--- config.mk ---
export PLATFORM = sky130hd
export DESIGN_NAME = serial_mem_responder_flat
export DESIGN_NICKNAME = d
export VERILOG_FILES = /design/src/rtl/serial_mem_responder_pkg.sv /design/src/rtl/serial_mem_responder_if.sv /design/src/rtl/sermem_lane_align.sv /design/src/rtl/serial_mem_responder.sv /design/src/flat_wrapper.sv
export SDC_FILE = /design/constraint.sdc
export NUM_CORES = 1
export LEC_CHECK = 0
export CAP_MARGIN = 20
export CORE_AREA = 4 4 139 127
export DETAILED_ROUTE_END_ITERATION = 8
export DIE_AREA = 0 0 143 131
export MAX_ROUTING_LAYER = met4
export SYNTH_ARGS = -nofsm -noshare
export SYNTH_HDL_FRONTEND = slang
export SYNTH_SLANG_ARGS = --single-unit
--- constraint.sdc ---
create_clock -name clk -period 3.81 [get_ports clk]
set_input_delay 0.762 -clock clk [delete_from_list [all_inputs] [get_ports clk]]
set_output_delay 0.762 -clock clk [all_outputs]
set_load 0.02 [all_outputs]
--- src/rtl/serial_mem_responder_pkg.sv ---
// sermem_pkg: shared state encoding, access-size codes and alignment helper
// for the bit-serial memory responder.
package sermem_pkg;

  localparam int WORD_BITS = 32;

  localparam logic [1:0] FUNC_B = 2'b00;
  localparam logic [1:0] FUNC_H = 2'b01;
  localparam logic [1:0] FUNC_W = 2'b10;

  typedef enum logic [2:0] {
    IDLE,
    ADDR,
    WDATA,
    MEM,
    LATCH,
    RDATA
  } state_t;

  // Size code 2'b11 falls into the default branch and is checked as a word.
  function automatic logic misaligned_access(input logic [1:0] size, input logic [1:0] lsb);
    case (size)
      FUNC_B:  return 1'b0;
      FUNC_H:  return lsb[0];
      default: return |lsb;
    endcase
  endfunction

endpackage

--- src/rtl/serial_mem_responder_if.sv ---
// serial_mem_responder_if: serial request lines from the core plus the
// 32-bit word RAM port, bundled for the responder.
interface serial_mem_responder_if #(
  parameter int ADDR_BITS = 12
);
  logic                 req_valid;
  logic                 req_write;
  logic [2:0]           req_func;
  logic                 ser_in;
  logic                 ser_out;
  logic                 ser_out_valid;
  logic                 done;
  logic                 misaligned;
  logic [ADDR_BITS-3:0] mem_addr;
  logic [31:0]          mem_wdata;
  logic [3:0]           mem_wstrb;
  logic                 mem_we;
  logic [31:0]          mem_rdata;

  modport master (
    output req_valid, req_write, req_func, ser_in, mem_rdata,
    input  ser_out, ser_out_valid, done, misaligned,
           mem_addr, mem_wdata, mem_wstrb, mem_we
  );

  modport slave (
    input  req_valid, req_write, req_func, ser_in, mem_rdata,
    output ser_out, ser_out_valid, done, misaligned,
           mem_addr, mem_wdata, mem_wstrb, mem_we
  );

endinterface

--- src/rtl/sermem_lane_align.sv ---
// sermem_lane_align: places store data on byte lanes and extracts/extends
// load data for byte, half and word accesses. Purely combinational.
module sermem_lane_align
  import sermem_pkg::*;
(
  input  logic [1:0]           addr_lo,
  input  logic [2:0]           func,
  input  logic [WORD_BITS-1:0] store_data,
  input  logic [WORD_BITS-1:0] load_data,
  output logic [WORD_BITS-1:0] wdata,
  output logic [3:0]           wstrb,
  output logic [WORD_BITS-1:0] rdata_ext
);

  logic [7:0]  sel_byte;
  logic [15:0] sel_half;
  logic        ext;

  // Half accesses only look at addr[1], so odd half addresses round down.
  always_comb begin
    sel_byte  = load_data[7:0];
    sel_half  = addr_lo[1] ? load_data[31:16] : load_data[15:0];
    wdata     = '0;
    wstrb     = '0;
    rdata_ext = load_data;
    ext       = 1'b0;

    case (addr_lo)
      2'd1:    sel_byte = load_data[15:8];
      2'd2:    sel_byte = load_data[23:16];
      2'd3:    sel_byte = load_data[31:24];
      default: sel_byte = load_data[7:0];
    endcase

    case (func[1:0])
      FUNC_B: begin
        wdata     = {24'h0, store_data[7:0]} << {addr_lo, 3'b000};
        wstrb     = 4'b0001 << addr_lo;
        ext       = ~func[2] & sel_byte[7];
        rdata_ext = {{24{ext}}, sel_byte};
      end
      FUNC_H: begin
        wdata     = addr_lo[1] ? {store_data[15:0], 16'h0} : {16'h0, store_data[15:0]};
        wstrb     = addr_lo[1] ? 4'b1100 : 4'b0011;
        ext       = ~func[2] & sel_half[15];
        rdata_ext = {{16{ext}}, sel_half};
      end
      default: begin
        wdata     = store_data;
        wstrb     = 4'b1111;
        rdata_ext = load_data;
      end
    endcase
  end

endmodule

--- src/rtl/serial_mem_responder.sv ---
// serial_mem_responder: bit-serial load/store link to a 32-bit word RAM.
// Define SERMEM_MISALIGN_TRAP_EN to fault misaligned accesses instead of rounding them down.
module serial_mem_responder
  import sermem_pkg::*;
#(
  parameter int ADDR_BITS = 12
) (
  input logic                   clk,
  input logic                   rst_n,
  serial_mem_responder_if.slave bus
);

  localparam int         IDX_BITS  = $clog2(ADDR_BITS);
  localparam logic [5:0] ADDR_LAST = 6'(ADDR_BITS - 1);
  localparam logic [5:0] WORD_LAST = 6'(WORD_BITS - 1);

  state_t               state, state_d;
  logic [5:0]           cnt, cnt_d;
  logic                 write_r;
  logic [2:0]           func_r;
  logic [ADDR_BITS-2:0] addr_r;
  logic [ADDR_BITS-3:0] mem_addr_r;
  logic [WORD_BITS-1:0] store_r, shift_r;
  logic                 misaligned_r, misaligned_d;
  logic                 fault;
  logic [WORD_BITS-1:0] lane_wdata, lane_rdata;
  logic [3:0]           lane_wstrb;
  logic                 ser_out, ser_out_valid, done, mem_we;
  logic [WORD_BITS-1:0] mem_wdata;
  logic [3:0]           mem_wstrb;

  sermem_lane_align u_lane_align (
    .addr_lo   (addr_r[1:0]),
    .func      (func_r),
    .store_data(store_r),
    .load_data (bus.mem_rdata),
    .wdata     (lane_wdata),
    .wstrb     (lane_wstrb),
    .rdata_ext (lane_rdata)
  );

`ifdef SERMEM_MISALIGN_TRAP_EN
  assign fault          = misaligned_access(func_r[1:0], addr_r[1:0]);
  assign bus.misaligned = misaligned_r;
`else
  assign fault          = 1'b0;
  assign bus.misaligned = 1'b0;
`endif

  always_ff @(posedge clk or negedge rst_n) begin
    if (!rst_n) begin
      state        <= IDLE;
      cnt          <= '0;
      misaligned_r <= 1'b0;
    end else begin
      state        <= state_d;
      cnt          <= cnt_d;
      misaligned_r <= misaligned_d;
    end
  end

  // The fault flag is captured on the way into MEM so it is visible in that cycle.
  always_comb begin
    state_d       = state;
    cnt_d         = cnt;
    misaligned_d  = misaligned_r;
    ser_out       = 1'b0;
    ser_out_valid = 1'b0;
    done          = 1'b0;
    mem_we        = 1'b0;
    mem_wdata     = '0;
    mem_wstrb     = '0;

    case (state)
      IDLE: begin
        if (bus.req_valid) begin
          state_d      = ADDR;
          cnt_d        = '0;
          misaligned_d = 1'b0;
        end
      end
      ADDR: begin
        if (cnt == ADDR_LAST) begin
          cnt_d = '0;
          if (write_r) begin
            state_d = WDATA;
          end else begin
            state_d      = MEM;
            misaligned_d = fault;
          end
        end else begin
          cnt_d = cnt + 6'd1;
        end
      end
      WDATA: begin
        if (cnt == WORD_LAST) begin
          cnt_d        = '0;
          state_d      = MEM;
          misaligned_d = fault;
        end else begin
          cnt_d = cnt + 6'd1;
        end
      end
      MEM: begin
        if (misaligned_r) begin
          done    = 1'b1;
          state_d = IDLE;
        end else if (write_r) begin
          mem_we    = 1'b1;
          mem_wdata = lane_wdata;
          mem_wstrb = lane_wstrb;
          done      = 1'b1;
          state_d   = IDLE;
        end else begin
          state_d = LATCH;
        end
      end
      LATCH: begin
        cnt_d   = '0;
        state_d = RDATA;
      end
      RDATA: begin
        ser_out       = shift_r[0];
        ser_out_valid = 1'b1;
        if (cnt == WORD_LAST) begin
          done    = 1'b1;
          cnt_d   = '0;
          state_d = IDLE;
        end else begin
          cnt_d = cnt + 6'd1;
        end
      end
      default: state_d = IDLE;
    endcase
  end

  // The top address bit goes straight into mem_addr, so addr_r never holds it.
  always_ff @(posedge clk or negedge rst_n) begin
    if (!rst_n) begin
      write_r    <= 1'b0;
      func_r     <= '0;
      addr_r     <= '0;
      mem_addr_r <= '0;
      store_r    <= '0;
      shift_r    <= '0;
    end else begin
      case (state)
        IDLE: begin
          if (bus.req_valid) begin
            write_r <= bus.req_write;
            func_r  <= bus.req_func;
          end
        end
        ADDR: begin
          if (cnt == ADDR_LAST)
            mem_addr_r <= {bus.ser_in, addr_r[ADDR_BITS-2:2]};
          else
            addr_r[cnt[IDX_BITS-1:0]] <= bus.ser_in;
        end
        WDATA: store_r[cnt[4:0]] <= bus.ser_in;
        LATCH: shift_r <= lane_rdata;
        RDATA: shift_r <= {1'b0, shift_r[WORD_BITS-1:1]};
        default: ;
      endcase
    end
  end

  assign bus.ser_out       = ser_out;
  assign bus.ser_out_valid = ser_out_valid;
  assign bus.done          = done;
  assign bus.mem_we        = mem_we;
  assign bus.mem_wdata     = mem_wdata;
  assign bus.mem_wstrb     = mem_wstrb;
  assign bus.mem_addr      = mem_addr_r;

endmodule

--- src/flat_wrapper.sv ---
// flat-port wrapper written by rule: the top's interface ports become plain ports
module serial_mem_responder_flat import sermem_pkg::*;
#(
  parameter int ADDR_BITS = 12
)
  (clk, rst_n, bus_req_valid, bus_req_write, bus_req_func, bus_ser_in, bus_mem_rdata, bus_ser_out, bus_ser_out_valid, bus_done, bus_misaligned, bus_mem_addr, bus_mem_wdata, bus_mem_wstrb, bus_mem_we);
  serial_mem_responder_if #(.ADDR_BITS(ADDR_BITS)) bus_i ();
  input logic clk;
  input logic rst_n;
  input wire logic [$bits(bus_i.req_valid)-1:0] bus_req_valid;
  input wire logic [$bits(bus_i.req_write)-1:0] bus_req_write;
  input wire logic [$bits(bus_i.req_func)-1:0] bus_req_func;
  input wire logic [$bits(bus_i.ser_in)-1:0] bus_ser_in;
  input wire logic [$bits(bus_i.mem_rdata)-1:0] bus_mem_rdata;
  output wire logic [$bits(bus_i.ser_out)-1:0] bus_ser_out;
  output wire logic [$bits(bus_i.ser_out_valid)-1:0] bus_ser_out_valid;
  output wire logic [$bits(bus_i.done)-1:0] bus_done;
  output wire logic [$bits(bus_i.misaligned)-1:0] bus_misaligned;
  output wire logic [$bits(bus_i.mem_addr)-1:0] bus_mem_addr;
  output wire logic [$bits(bus_i.mem_wdata)-1:0] bus_mem_wdata;
  output wire logic [$bits(bus_i.mem_wstrb)-1:0] bus_mem_wstrb;
  output wire logic [$bits(bus_i.mem_we)-1:0] bus_mem_we;
  assign bus_i.req_valid = bus_req_valid;
  assign bus_i.req_write = bus_req_write;
  assign bus_i.req_func = bus_req_func;
  assign bus_i.ser_in = bus_ser_in;
  assign bus_i.mem_rdata = bus_mem_rdata;
  assign bus_ser_out = bus_i.ser_out;
  assign bus_ser_out_valid = bus_i.ser_out_valid;
  assign bus_done = bus_i.done;
  assign bus_misaligned = bus_i.misaligned;
  assign bus_mem_addr = bus_i.mem_addr;
  assign bus_mem_wdata = bus_i.mem_wdata;
  assign bus_mem_wstrb = bus_i.mem_wstrb;
  assign bus_mem_we = bus_i.mem_we;
  serial_mem_responder #(.ADDR_BITS(ADDR_BITS)) u_core (.clk(clk), .rst_n(rst_n), .bus(bus_i));
endmodule
==> run notes, run 1 <==
## Run
- OpenROAD warning count: 29
- Maximum Capacitance Violations: 0

## Placement
- Final GP Congestion: 0.868
- Post-DP Area: 0.00657 mm²
- # port buffers: 89
- post-detail-place hpwl: 11,500 µm

## CTS
- number of gates given a new drive strength after cts: 0
- CTS Hold Bufs: 0
- CTS clock-pin slew for the worst setup and hold paths: 0.07 ns
- CTS Buffer Depth: 2
- clk_lat worst skew: 0.35 ns
- clock root buffer master: clkbuf_16

## Critical path
- Critical Path Start Type: register
- R2R Path Start: u_core.state[0]$_DFFE_PN0P_
- terminus of the critical flop-to-flop path: u_core.store_r[16]$_DFFE_PN0P_
- largest driver fanout on the critical path: 14
- type of element capturing the critical path: output pin
- CP delay by family, top: buffers and inverters
- CP peak stage delay: 0.61 ns
- worst reg-to-reg setup slack: 1.40 ns
- startpoint-to-endpoint class of the critical path: reg -> out
- Crit path buffers/inverters: 2
- required arrival time at the worst endpoint: 3.05 ns

## GRT
- met1 capacity usage during global routing: 23.9%
- GRT met2 Usage: 28.1%
- via count of the first global-routing pass: 4,806
- pin count of the biggest net entering global routing: 81
- global-route total usage across every layer: 17.8%
- M3 GR Usage: 3.82%
- antenna violations before repair: 0
- total congestion overflow: 0

## Logic synthesis
- Mapped Cells: 611
- summed instance area of the synthesized netlist: 0.00557 mm²
- flip-flop and latch count after synthesis: 98
- XOR/XNOR Area Share: 0%
- simple-gate share of the synthesized area: 19.0%
- Distinct lib cells used: 53
- main flop type: dfrtp_1
- floorplan net count: 655
- Top non-seq family: simple AND/OR/NAND/NOR gates
- average cell area after synthesis: 9.12 µm²
- number of cell instances after yosys synthesis: 611
- compound-gate portion of the synthesized area: 18.5%
- chip area from the yosys synthesis statistics: 0.00557 mm²
- Async S/R FF share, synth: 100%
- multiplexer fraction of the synthesized cell area: 11.8%
- top post-synthesis cells by area: dfrtp_1, mux2_2, nor2_1, nand2_1, a22oi_1
- Yosys top cell by area: dfrtp_1
- adder and majority cell fraction of the synthesized area: 0.898%

## Power and ir drop
- PD cells: 662 mW/mm²

## Drt
- total met2 wirelength after detailed routing: 7450 µm
- post-detailed-route count of antenna-violating nets: 0
- highest metal used: met4
- total iterations of the first detailed-routing run: 7
- sum of routed wire segments on met1: 7600 µm
- DRT Wirelength: 16,100 µm
- via count of the routed design: 4,811
- DRC violation total after the first TritonRoute iteration: 319
- drc violations: 0
- Detail Route met3 WL: 921 µm

## Final timing
- final critical path time including I/O delays and setup: 3.48 ns
- Final Max Tran Viols: 0
- Post-Route Setup TNS: 0 ns
- period utilisation layout: 91.3%
- final setup margin: 0.331 ns
- RSZ-0062 raised after global routing: no
- Worst Tran Pin Value: 0.654 ns
- Hold Vio Cnt, Final: 0
- setup violation total in the final timing report: 0
- Min Hold Slack: 0.336 ns

## Cells and area
- diode insertion count for antenna repair: 0
- Area Overhead vs Synth: 23.6%
- final design area excluding fillers: 0.00689 mm²
- fraction of the core area covered by cells at the end of the flow: 42.7%
- most frequent cells in the layout: dfrtp_1, clkdlybuf4s50_1, nor2_1
- comb. cell area: 0.00280 mm²
- Final Instance Count excl. Fillers: 888

## Floorplanning
- standard-cell row count: 44
- Core Region: 0.0161 mm²
- I/O Pins: 91
- chip area: 0.0187 mm²

## Outcome
- outcome: finished clean

-- run 1: registers in the layout (all words and copies together), names as in the netlist --
name and count:
u_core.bus.mem_addr 10, u_core.shift_r 32, u_core.addr_r 11, u_core.write_r 1, u_core.state 3, u_core.store_r 32
u_core.cnt 6, u_core.func_r 3
-- run 1: worst max-delay path by stage --
stage	to	slack, ns	start	cells past startpoint
5_1_grt	bus_mem_wdata[2]	0.11	u_core.func_r[0]$_DFFE_PN0P_	6
3_3_place_gp	bus_done	0.69	u_core.cnt[0]$_DFFE_PN0P_	5
4_1_cts	bus_mem_wdata[2]	0.20	u_core.func_r[0]$_DFFE_PN0P_	6
3_5_place_dp	bus_mem_wdata[2]	0.61	u_core.func_r[0]$_DFFE_PN0P_	6
6_report	bus_mem_wdata[2]	0.33	u_core.func_r[0]$_DFFE_PN0P_	6
2_1_floorplan	bus_mem_wdata[0]	1.30	u_core.addr_r[1]$_DFFE_PN0P_	6
-- run 1: Yosys cell counts (all sizes together), types with 2 or more instances --
library cell   n
nor2b          4
and3          11
a2111oi        7
clkbuf        23
a21o           3
nor2          77
dfrtp         98
or3            2
inv           18
o221ai         2
o22ai         17
o21ai         40
nand2         68
buf           26
and2b          3
nor3b          2
mux2i          5
mux2          54
nand3         18
or2            3
a211oi         2
nand2b         6
a22o          11
nor3          20
ha             4
a21oi         34
and2           9
a22oi         34
-- run 1: final cells by class --
type,count,share of cell area [%]
multi-input combinational,446,40.7
sequential,98,35.6
timing repair buffer,103,14.7
tap,207,3.76
clock buffer,11,3.67
inverter,18,0.981
clock inverter,5,0.617
-- run 1: power breakdown --
group          total, mW  switching [mW]  internal (mW)  leakage, nW
registers           1.69           0.330           1.36         1.20
clock network      0.910           0.420          0.489        0.149
logic               1.96            1.14          0.815         1.46
### PDN straps and rails, run 1

Drawn at 2 px/µm. Pins as bars on the die edge.
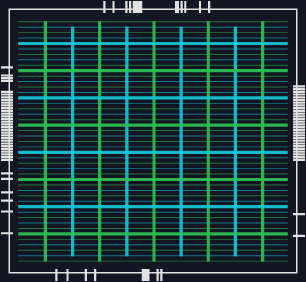
Green marks VSS. Cyan marks VDD.
91 signal pins sit on the boundary. 8 straps on met5. 9 straps on met4. The core has 44 rows. 45 met1 rails follow the rows.
Chip Height: 131 µm
die width: 143 µm

### Placement by cell class, run 1

Drawn at 2 px/µm. Fill, decap, tap and diode cells in gray.
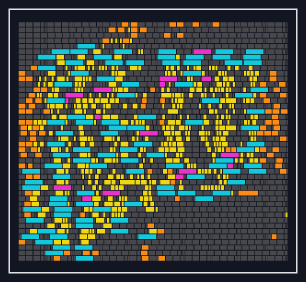
Orange marks other buffers and delay cells, cells 103. Cyan marks flip-flops, cells 98. Magenta marks clock drivers and dummy loads, cells 16. Yellow marks all other logic, cells 464.

### Clock network drawn from the DEF, run 1

Drawn at 4 px/µm.
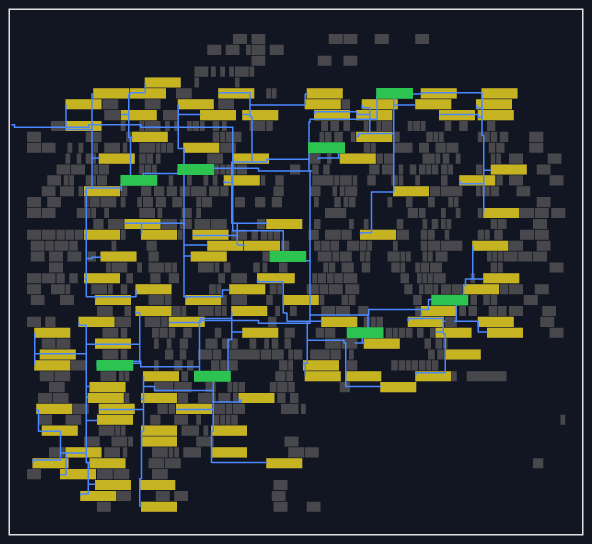
Blue marks clock wires, length 1,300 µm. Yellow marks flip-flops, count 98. Green marks cells driving clock nets, count 9.
There are 10 routed clock nets. Position of the flops: all over the die.

### Cell placement, run 1

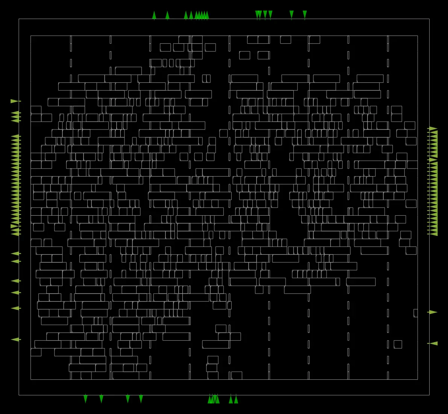

==> run 2: changes to the inputs <==
--- a/config.mk
+++ b/config.mk
@@ -9,2 +9,3 @@
 export CORE_AREA = 4 4 139 127
+export CTS_CLUSTER_DIAMETER = 120
 export DETAILED_ROUTE_END_ITERATION = 8
--- a/constraint.sdc
+++ b/constraint.sdc
@@ -3,2 +3,2 @@
 set_output_delay 0.762 -clock clk [all_outputs]
-set_load 0.02 [all_outputs]
+set_load 0.005 [all_outputs]
### Cell placement, run 2

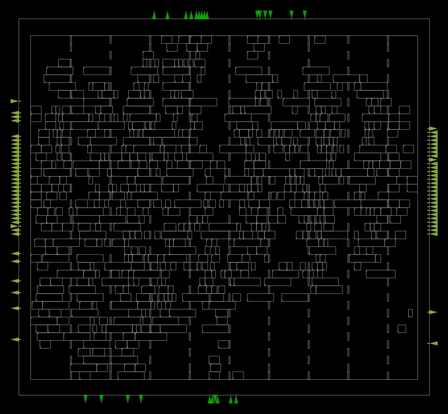
Core Region: 0.0161 mm²
fraction of the core area covered by cells at the end of the flow: 43.0%
Final Instance Count excl. Fillers: 888

### Placement by cell class, run 2

Drawn at 2 px/µm. Fill, decap, tap and diode cells in gray.
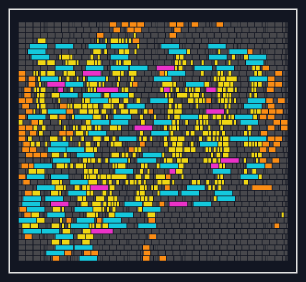
Yellow marks all other logic, cells 464. Cyan marks flip-flops, cells 98. Orange marks other buffers and delay cells, cells 103. Magenta marks clock drivers and dummy loads, cells 16.

==> run 2 against run 1 <==
Net effect: clock skew down 0.0031 ns; sequential share of layout area shrank 0.18 points; first-iteration DRC count down 2.2%; combinational power down 4%; final area increased by 0.56%; hold slack worse by 0.093 ns; area after synthesis is the same; clock power grew about 10%; wire length grew 3.7%; sequential cell count is the same; cell count unchanged; sequential power about the same; largest power group unchanged.
==> run notes, run 2 <==
## GRT
- pin count of the biggest net entering global routing: 79, was 81
- total congestion overflow: 0, unchanged
- global-route total usage across every layer: 18.4%, was 17.8%
- antenna violations before repair: 0, unchanged
- wire length of the first global-routing pass: 26,200 µm, was 25,600 µm
- via count of the first global-routing pass: 4,982, was 4,806

## Run
- OpenROAD warning count: 29, unchanged
- Maximum Capacitance Violations: 0, unchanged

## Critical path
- logic depth of the worst register-to-register path: 6, unchanged
- end point of the critical path: bus_mem_wdata[1], was bus_mem_wdata[2]
- start point of the critical path: u_core.func_r[0]$_DFFE_PN0P_, unchanged
- Critical Path Start Type: register, unchanged
- worst reg-to-reg setup slack: 1.31 ns, was 1.40 ns
- CP peak stage delay: 0.66 ns, was 0.61 ns
- terminus of the critical flop-to-flop path: u_core.store_r[12]$_DFFE_PN0P_, was u_core.store_r[16]$_DFFE_PN0P_
- largest driver fanout on the critical path: 26, was 14
- startpoint-to-endpoint class of the critical path: reg -> out, unchanged
- R2R Path Start: u_core.state[0]$_DFFE_PN0P_, unchanged
- type of element capturing the critical path: output pin, unchanged
- required arrival time at the worst endpoint: 3.05 ns, about the same
- endpoint arrival time on the critical path: 2.68 ns, was 2.72 ns

## Logic synthesis
- top post-synthesis cells by area: dfrtp_1, mux2_2, nor2_1, nand2_1, a22oi_1, unchanged
- flip-flop and latch count after synthesis: 98, unchanged
- number of cell instances after yosys synthesis: 611, unchanged
- most numerous cell in the Yosys netlist: dfrtp_1, unchanged
- average cell area after synthesis: 9.12 µm², unchanged
- Yosys top cell by area: dfrtp_1, unchanged
- Distinct lib cells used: 53, unchanged
- floorplan net count: 655, unchanged
- summed instance area of the synthesized netlist: 0.00557 mm², unchanged
- chip area from the yosys synthesis statistics: 0.00557 mm², unchanged
- Async S/R FF share, synth: 100%, unchanged
- most instantiated cells after synthesis: dfrtp_1, nor2_1, nand2_1, unchanged
- Mapped Cells: 611, unchanged
- main flop type: dfrtp_1, unchanged

## Placement
- post-detail-place hpwl: 11,500 µm, about the same
- # port buffers: 89, unchanged
- Final GP Congestion: 0.822, was 0.868

## Final timing
- Post-Route Setup TNS: 0 ns, unchanged
- RSZ-0062 raised after global routing: no, unchanged
- Worst Tran Pin Value: 0.709 ns, was 0.654 ns
- Hold Vio Cnt, Final: 0, unchanged
- Final Max Tran Viols: 0, unchanged
- setup violation total in the final timing report: 0, unchanged
- final critical path time including I/O delays and setup: 3.44 ns, was 3.48 ns
- period utilisation layout: 90.4%, was 91.3%
- max_slew headroom: 52.5%, was 56.3%

## Floorplanning
- Chip Height: 131 µm, unchanged
- pre-placement core utilization: 34.6%, unchanged
- standard-cell row count: 44, unchanged
- die width: 143 µm, unchanged
- I/O Pins: 91, unchanged
- chip area: 0.0187 mm², unchanged

## CTS
- clk_lat worst skew: 0.36 ns, was 0.35 ns
- CTS Hold Bufs: 0, unchanged
- clock root buffer master: clkbuf_16, unchanged
- CTS clock-pin slew for the worst setup and hold paths: 0.08 ns, was 0.07 ns
- number of gates given a new drive strength after cts: 0, unchanged
- CTS Buffer Depth: 2, unchanged

## Worst hold path
- type of the most critical hold path: in -> async, unchanged

## Outcome
- outcome: finished clean, unchanged

## Drt
- post-detailed-route count of antenna-violating nets: 0, unchanged
- via count of the routed design: 4,869, was 4,811
- DRC violation total after the first TritonRoute iteration: 312, was 319
- drc violations: 0, unchanged
- routed length per instance: 18.8 µm, was 18.1 µm
- DRT Wirelength: 16,700 µm, was 16,100 µm
- total iterations of the first detailed-routing run: 5, was 7

## Cells and area
- most frequent cells in the layout: dfrtp_1, clkdlybuf4s50_1, nor2_1, unchanged
- diode insertion count for antenna repair: 0, unchanged
- biggest regs: u_core.shift_r: 32 flops, u_core.store_r: 32 flops, u_core.addr_r: 11 flops, unchanged
- Area Overhead vs Synth: 24.3%, was 23.6%

## Power and ir drop
- Lkg Pwr: 2.82 nW, was 2.80 nW
- PD cells: 671 mW/mm², was 662 mW/mm²

### Clock network drawn from the DEF, run 2

Drawn at 4 px/µm.
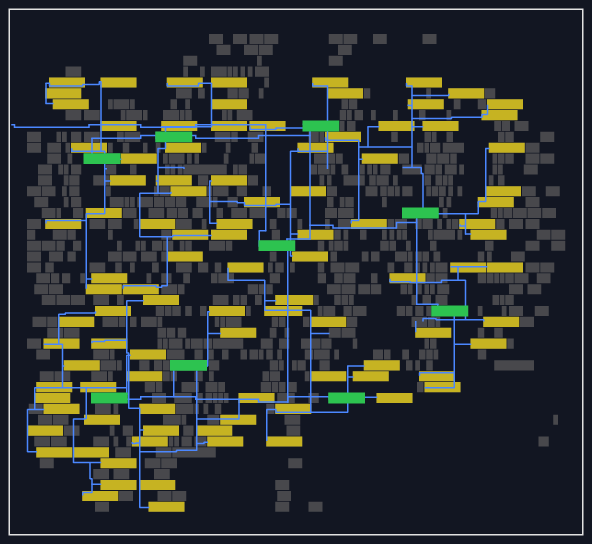
Yellow marks flip-flops, count 98. Green marks cells driving clock nets, count 9. Blue marks clock wires, length 1,390 µm.
There are 10 routed clock nets.

## run 2: logic make-up after synthesis
family                   Yosys count  share of synthesized area (%)
flip-flops                        98                           44.0
AND/OR/NAND/NOR                  227                           19.0
adder cells (fa/ha/maj)            4                          0.898
multiplexers                      59                           11.8
AND-OR/OR-AND                    155                           18.5
other                              1                         0.0673
buffers and inverters             67                           5.79
## run 2: area by class of cell
class                      count  area, µm²  share of cell area [%]
multi-input combinational    446       2800                    40.4
sequential                    98       2450                    35.4
timing repair buffer         103       1010                    14.6
tap                          207        259                    3.74
clock buffer                  10        239                    3.45
clock inverter                 6       96.3                    1.39
inverter                      18       67.6                   0.975
## run 2: stage by stage
step                      worst slack (ns)  area, µm²  utilization [%]  power [mW]  hold WS (ns)
after floorplan                       1.61       5570                -        3.03         0.444
after global placement               0.710       6570             40.7        3.54         0.456
after detailed placement             0.609       6570             40.7        3.61         0.463
after CTS                            0.195       6900             42.8        4.67         0.479
after global routing                 0.269       6930             43.0        4.97         0.239
final                                0.367       6930             43.0        4.65         0.243
## run 2: power breakdown
group | total (mW) | internal [mW] | leakage, nW | switching [mW]
Clock | 1.04 | 0.603 | 0.162 | 0.437
Sequential | 1.72 | 1.36 | 1.19 | 0.353
Combinational | 1.89 | 0.814 | 1.46 | 1.08
Total | 4.65 | 2.78 | 2.82 | 1.86
## run 2: routing by layer
metal | track usage (%) | wire length [µm]
met1 | 24.2 | 7740
met2 | 28.0 | 7550
met3 | 5.06 | 1180
met4 | 4.86 | 249
met5 | - | 0
## run 2: worst max-delay path: cells and delay by family (launching register included)
kind / cells / cell delay [ns]
compound gates: 1 / 0.11
buf+inv: 1 / 0.51
flops: 1 / 0.66
simple gates: 3 / 1.04
### PDN straps and rails, run 2

Drawn at 2 px/µm. Pins as bars on the die edge.
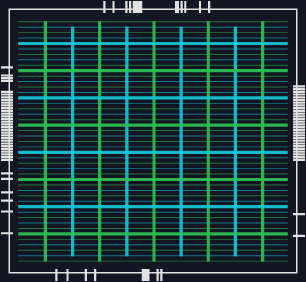

==> run 3: changes to the inputs <==
Settings changed: REMOVE_ABC_BUFFERS set to 1, SLEW_MARGIN set to 20.
Clock period 3.81 ns to 2.77 ns, I/O delays scaled along.
### PDN straps and rails, run 3

Drawn at 2 px/µm. Pins as bars on the die edge.
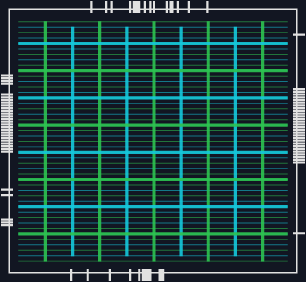
Green marks VSS. Cyan marks VDD.
91 signal pins sit on the boundary. The core has 44 rows. 8 straps on met5. 9 straps on met4.

### Metal layers overlaid, run 3

Drawn at 2 px/µm. Only two layers are drawn.
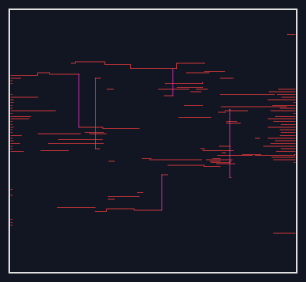
Red marks met3, wire length 1,070 µm. Magenta marks met4, wire length 127 µm.
DRT Wirelength: 16,500 µm
global-route total usage across every layer: 18.3%

==> run 3 against run 2 <==
Net effect: clock skew increased by 0.0028 ns; power increased by 39%; critical path depth increased by 1; sequential power increased by 29%; count of clock-buffer cells in the layout decreased by 1; utilization increased by 0.82 points; die area unchanged; sequential cell count unchanged; cell count increased by 1.9%.
==> run notes, run 3 <==
## Outcome
- outcome: finished clean, unchanged

## Critical path
- required arrival time at the worst endpoint: 2.22 ns, was 3.05 ns
- worst reg-to-reg setup slack: 0.53 ns, was 1.31 ns
- endpoint arrival time on the critical path: 2.13 ns, was 2.68 ns
- R2R Path Start: u_core.func_r[0]$_DFFE_PN0P_, was u_core.state[0]$_DFFE_PN0P_
- type of element capturing the critical path: output pin, unchanged
- Critical Path Start Type: register, unchanged
- end point of the critical path: bus_mem_wdata[12], was bus_mem_wdata[1]
- largest driver fanout on the critical path: 8, was 26

## Power and ir drop
- Sw Ratio: 41.3%, was 40.1%
- Clock group: 1.28 mW, was 1.04 mW
- combinational power: 2.97 mW, was 1.89 mW
- PD cells: 917 mW/mm², was 671 mW/mm²
- Lkg Pwr: 2.93 nW, was 2.82 nW
- Sw Pwr: 2.67 mW, was 1.86 mW
- part of the power in registers: 34.3%, was 37.0%
- P_seq: 2.22 mW, was 1.72 mW
- cell-internal power: 3.80 mW, was 2.78 mW
- clock group share of total power: 19.8%, was 22.4%
- group drawing the most power: combinational cells, unchanged

## CTS
- CTS clock-pin slew for the worst setup and hold paths: 0.08 ns, about the same
- clk_lat worst skew: 0.36 ns, about the same
- CTS Buffer Depth: 2, unchanged
- clock root buffer master: clkbuf_16, unchanged
- CTS Hold Bufs: 0, unchanged

## Floorplanning
- pre-placement core utilization: 34.6%, unchanged
- die width: 143 µm, unchanged
- standard-cell row count: 44, unchanged
- Chip Height: 131 µm, unchanged
- chip area: 0.0187 mm², unchanged
- I/O Pins: 91, unchanged

## Drt
- sum of routed wire segments on met1: 7670 µm, was 7740 µm
- post-detailed-route count of antenna-violating nets: 0, unchanged
- total met2 wirelength after detailed routing: 7660 µm, was 7550 µm
- Detail Route met3 WL: 1070 µm, was 1180 µm
- highest metal used: met4, unchanged
- drc violations: 0, unchanged
- routed length per instance: 18.3 µm, was 18.8 µm
- DRC violation total after the first TritonRoute iteration: 478, was 312
- average vias per placed instance: 5.46, was 5.48
- total iterations of the first detailed-routing run: 5, unchanged
- via count of the routed design: 4,939, was 4,869

## Cells and area
- biggest regs: u_core.shift_r: 32 flops, u_core.store_r: 32 flops, u_core.addr_r: 11 flops, unchanged
- Reg area: 0.00246 mm², was 0.00245 mm²
- comb. cell area: 0.00283 mm², was 0.00280 mm²
- Final Instance Count excl. Fillers: 905, was 888
- diode insertion count for antenna repair: 0, unchanged

## Run
- OpenROAD warning count: 28, was 29
- Maximum Capacitance Violations: 0, unchanged

## Placement
- post-detail-place hpwl: 11,700 µm, was 11,500 µm
- Final GP Congestion: 0.868, was 0.822
- worst-case setup slack after placement: 0.135 ns, was 0.609 ns
- # port buffers: 89, unchanged
- Post-DP Area: 0.00668 mm², was 0.00657 mm²

## Logic synthesis
- average cell area after synthesis: 9.12 µm², unchanged
- Async S/R FF share, synth: 100%, unchanged
- Yosys top cell area share: 44.0%, unchanged
- main flop type: dfrtp_1, unchanged
- Yosys top cell by area: dfrtp_1, unchanged
- top post-synthesis cells by area: dfrtp_1, mux2_2, nor2_1, nand2_1, a22oi_1, unchanged
- most instantiated cells after synthesis: dfrtp_1, nor2_1, nand2_1, unchanged
- most numerous cell in the Yosys netlist: dfrtp_1, unchanged
- Mapped Cells: 611, unchanged
- summed instance area of the synthesized netlist: 0.00557 mm², unchanged
- flip-flop and latch count after synthesis: 98, unchanged
- Distinct lib cells used: 53, unchanged

## Final timing
- setup violation total in the final timing report: 0, unchanged
- Hold Vio Cnt, Final: 0, unchanged
- RSZ-0062 raised after global routing: no, unchanged
- final setup margin: 0.0832 ns, was 0.367 ns
- Worst Tran Pin Value: 0.908 ns, was 0.709 ns
- Post-Route Setup TNS: 0 ns, unchanged
- period utilisation layout: 97.0%

## GRT
- wire length of the first global-routing pass: 26,300 µm, was 26,200 µm
- pin count of the biggest net entering global routing: 68, was 79
- total congestion overflow: 0, unchanged
- antenna violations before repair: 0, unchanged
- via count of the first global-routing pass: 4,982, unchanged

## Worst hold path
- type of the most critical hold path: in -> async, unchanged

### Placement by cell class, run 3

Drawn at 2 px/µm. Fill, decap, tap and diode cells in gray.
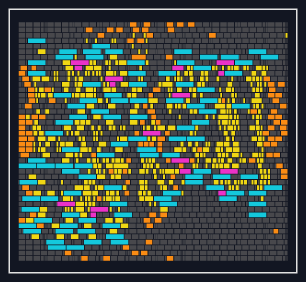
fraction of the core area covered by cells at the end of the flow: 43.8%
final design area excluding fillers: 0.00706 mm²
sequential share of cell area: 34.8%

## run 3: cell types whose count changed in the layout (fill, tap and decap cells not counted), sizes merged
| cell | change |
|---|---|
| dlymetal6s2s | +2 |
| inv | +1 |
| clkdlybuf4s50 | -2 |
| clkinvlp | -1 |
| bufinv | -2 |
| clkinv | +3 |
| buf | +17 |
| clkbuf | -1 |
## run 3: per-layer routing
| layer | up-vias | track usage [%] |
|---|---|---|
| met3 | 10 | 4.18 |
| met2 | 166 | 28.2 |
| met5 | - | - |
| met4 | 0 | 3.91 |
| met1 | 2433 | 24.8 |
| li1 | 2330 | - |
## run 3: what timing repair did
item / CTS / global route
gates cloned: 0 / 1
buffers inserted: 2 / 2
pin swaps: 1 / 0
resized: 4 / 12
endpoints found under the setup margin: 10 / 26
## run 3: kinds of logic (layout without fill, tap and decap cells)
kind of cell	Yosys count	in the layout	share of synthesized area (%)
AND/OR/NAND/NOR	227	227	19.0
AND-OR/OR-AND	155	155	18.5
flip-flops	98	98	44.0
buffers and inverters	67	154	5.79
multiplexers	59	59	11.8
adder cells (fa/ha/maj)	4	4	0.898
other	1	1	0.0673
## run 3: layout make-up
class                   instances  area share [%]
clock buffers                   9            3.19
clock inverters                 7            1.15
inverters                      18           0.957
multi-input cells             446            40.0
flip-flops and latches         98            34.8
well taps                     207            3.67
repair buffers                120            16.2
## run 3: worst max-delay path, cell delays in order (launching register included)
cell             delay, ns
dfrtp_2               0.46
buf_4                 0.19
o21ai_1               0.13
buf_4                 0.19
a22oi_1               0.11
nor2_1                0.15
clkdlybuf4s50_1       0.53
Power is estimated from default activity; no workload was simulated.
